File: src/rtl/sysid_wait_timer.sv
// Stall counter for one Avalon read: counts consecutive waitrequest cycles and
// flags when the tolerated number of stalls has been used up.
module sysid_wait_timer #(
  parameter int TIMEOUT_CYCLES = 16
) (
  input  logic clock,
  input  logic reset,
  input  logic clear,
  input  logic stall,
  output logic expired
);

  localparam int W = (TIMEOUT_CYCLES < 1) ? 1 : $clog2(TIMEOUT_CYCLES + 1);
  localparam logic [W-1:0] LIMIT = W'(TIMEOUT_CYCLES);

  logic [W-1:0] count;

  assign expired = (count == LIMIT);

  // Saturates at the limit so the counter can never wrap back to zero.
  always_ff @(posedge clock) begin
    if (reset) begin
      count <= '0;
    end else if (clear) begin
      count <= '0;
    end else if (stall && !expired) begin
      count <= count + W'(1);
    end
  end

endmodule

File: config.mk
export PLATFORM = sky130hd
export DESIGN_NAME = sysid_wait_timer
export DESIGN_NICKNAME = d
export VERILOG_FILES = /design/src/rtl/sysid_wait_timer.sv
export SDC_FILE = /design/constraint.sdc
export NUM_CORES = 1
export LEC_CHECK = 0
export CAP_MARGIN = 40
export CORE_AREA = 2 2 39 41
export DETAILED_ROUTE_END_ITERATION = 12
export DIE_AREA = 0 0 41 43
export HOLD_SLACK_MARGIN = 0.02
export SYNTH_ARGS = -nofsm -noshare
export SYNTH_HDL_FRONTEND = slang
export SYNTH_SLANG_ARGS = --single-unit
File: constraint.sdc
create_clock -name clock -period 1.4 [get_ports clock]
set_input_delay 0.35 -clock clock [delete_from_list [all_inputs] [get_ports clock]]
set_output_delay 0.35 -clock clock [all_outputs]
set_load 0.02 [all_outputs]
==> impl_metrics.env <==
# yosys + openroad results
export IMPL_status="finished, final reports clean"
export IMPL_largest_reg_flops=5
export IMPL_worstPathMaxFanout=2
export IMPL_nets=52
export IMPL_whs_ns=0.592
export IMPL_first_pass_iters=4
export IMPL_placementRows=14
export IMPL_htree_levels=1
export IMPL_topCellsByArea="dfxtp_1, nand4bb_4, xor2_1"
export IMPL_grt_pass1_vias=236
export IMPL_final_antenna_net_count=0
export IMPL_hpwl_um=423
export IMPL_fin_util=0.321
export IMPL_drive_gt1_frac=0.511
export IMPL_ys_seq_share=0.356
export IMPL_worstReg2RegStart="count[0]"
export IMPL_hold_end="count[1]"
export IMPL_areaGrowthSynthToFinish_pct=57.8
export IMPL_finClkSkew_ns=0.00332
export IMPL_synthesis_area_um2=282
export IMPL_hold_viol=0
export IMPL_cts_setup_buffers=0
export IMPL_ys_types=14
export IMPL_clk_insertion_delay_late_ns=0.24
export IMPL_cts_sinks=5
export IMPL_min_path_type="flip-flop to flip-flop"
export IMPL_final_area_um2=444
export IMPL_postSynthAreaPerCell_um2=9.71
export IMPL_cp_arrival_ns=1.05
export IMPL_start_kind="flip-flop"
export IMPL_pwr_density_cell_mw_per_mm2=768
export IMPL_top_area_cell="dfxtp_1"
export IMPL_clock_path_buffers=2
export IMPL_clk_pin_slew_ns=0.04
export IMPL_numPortBuffers=4
export IMPL_p_leak_nw=0.180
export IMPL_die_x_um=41
export IMPL_ys_ff=5
export IMPL_busiest_layer="met2"
export IMPL_globalRouteMet3Util=0.0628
export IMPL_postPlaceCellArea_um2=402
export IMPL_post_route_min_period_ns=1.40
export IMPL_cap_viol_max_count=0
export IMPL_finalSetupViolCount=0
export IMPL_worstSetupStartpoint="count[1]"
export IMPL_drt_initial_drc_count=3
export IMPL_die_area_mm2=0.00176
export IMPL_hold_path_depth=3
export IMPL_globalplace_congestion=0.788
export IMPL_top_area_frac=0.356
export IMPL_fin_cells=61
export IMPL_yosys_cells=29
export IMPL_yosys_area_um2=282
export IMPL_worst_slew_pin_slew_ns=0.223
export IMPL_antennaDiodeCount=0
export IMPL_reg2reg_depth=7
export IMPL_grt_pass1_wl_um=876
export IMPL_pre_cts_ws_ns=-0.290
export IMPL_wl_met1_um=231
export IMPL_clock_root_buffer="clkbuf_4"
export IMPL_routed_top_layer="met3"
export IMPL_fin_ws_ns=0.00342
export IMPL_worstPathRequired_ns=1.05
export IMPL_io_pins=5
export IMPL_rsz0062_at_grt="yes"
export IMPL_grt_overflow=0
export IMPL_top_register="count"
export IMPL_ir_drop_uv=414
export IMPL_maxSlewHeadroom=0.851
export IMPL_finalCritPeriodShare=0.998
export IMPL_dieHeight_um=43
export IMPL_r2r_slack_ns=0.30
export IMPL_yosys_warnings=0
export IMPL_cts_made_buffers=3
export IMPL_end_kind="primary output"
export IMPL_log_warning_count=29
export IMPL_path_class="flip-flop to primary output"
export IMPL_rr_endpoint="count[0]"
export IMPL_power_total_mw=0.341
export IMPL_top_regs="count x5"
export IMPL_min_from="count[1]"
export IMPL_wl_met3_um=15
export IMPL_slew_viol_final=0
## cells in the mapped netlist
cell / number
a21boi_2: 2
nor2_1: 3
nand3_1: 2
nand4bb_4: 1
xor2_1: 3
dfxtp_1: 5
nand4_1: 2
nor3_2: 1
nand2_1: 2
ha_1: 2
inv_2: 1
o21ai_1: 1
o21ai_2: 1
inv_1: 3
## critical path: stages, from the launching register on
cell	delay [ns]
dfxtp_2	0.31
inv_2	0.06
ha_4	0.14
nand4bb_4	0.11
inv_2	0.08
buf_6	0.11
## kinds of logic (layout without fill, tap and decap cells)
family / after synthesis / count (layout) / synth area share
and+or+nand+nor: 11 / 11 / 0.280
adders and majority gates: 2 / 2 / 0.0889
DFF: 5 / 5 / 0.356
AOI/OAI and AO/OA: 4 / 4 / 0.129
xor gates and xnor gates: 3 / 3 / 0.0934
buffers and inverters: 4 / 20 / 0.0533
## cell type report
type                    count  area [µm²]
clock buffers               4        26.3
fillers                   150         940
inverters                   4        15.0
multi-input cells          20         179
flip-flops and latches      5         103
well taps                  16        20.0
repair buffers             12         101
## cells in the final DEF (no fill, tap or decap)
master and instances:
buf_6 1, ha_4 1, clkbuf_4 3, nand4bb_4 1, inv_1 1, xor2_1 3
o21ai_2 1, nand3_1 2, nor2_1 3, buf_4 8, nand4_1 2, nor3_2 1
ha_1 1, dfxtp_1 3, dfxtp_2 2, nand2_1 2, inv_2 3, clkbuf_1 1
o21ai_1 1, a21boi_2 2, clkdlybuf4s50_1 3
## where the power goes
| part | switching (mW) | internal [mW] |
|---|---|---|
| sequential | 0.00107 | 0.145 |
| combinational | 0.0144 | 0.0182 |
| clock | 0.0548 | 0.107 |
| total | 0.0703 | 0.271 |
Wiring by layer:
Two of the layers only.
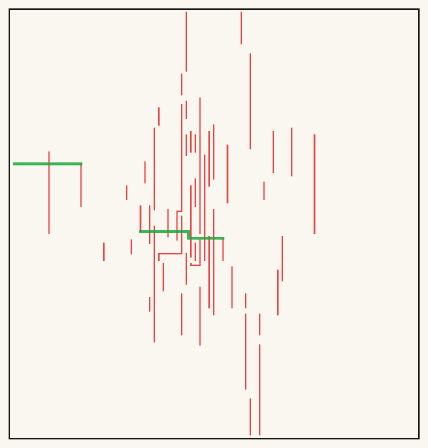
- metal 2: red (wire length 248 µm)
- metal 3: green (wire length 15.6 µm)
DRT Wirelength: 494 µm
wire per inst: 8.10 µm
Overall Global Routing Usage: 0.0763
Vias: 240

Floorplan with the power grid:
Pins as bars on the die edge.
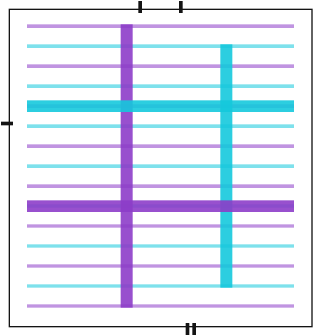
- VSS: purple
- VDD: cyan
- met4 straps: 2
- met1 rails: 15
- met5 straps: 2

The metal 1 layer:
Scale bar: 10 µm. Cells faint in the background.
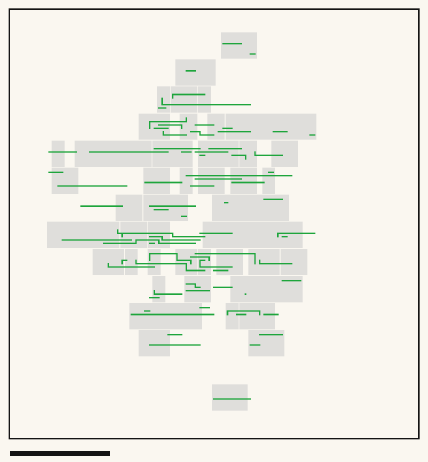
- longest straight run: 10.6 µm
- main direction: horizontal
- share of all routed wire: 47%
met1 usage: 0.0836

M2 wires:
Scale bar: 10 µm. Cells faint in the background.
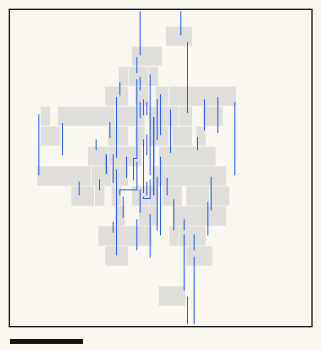
- longest straight run: 13.6 µm
- wire length on this layer: 248 µm
- main direction: vertical
M2 GR Usage: 0.109

No activity file was given, so power comes from the tool's default toggle rates.
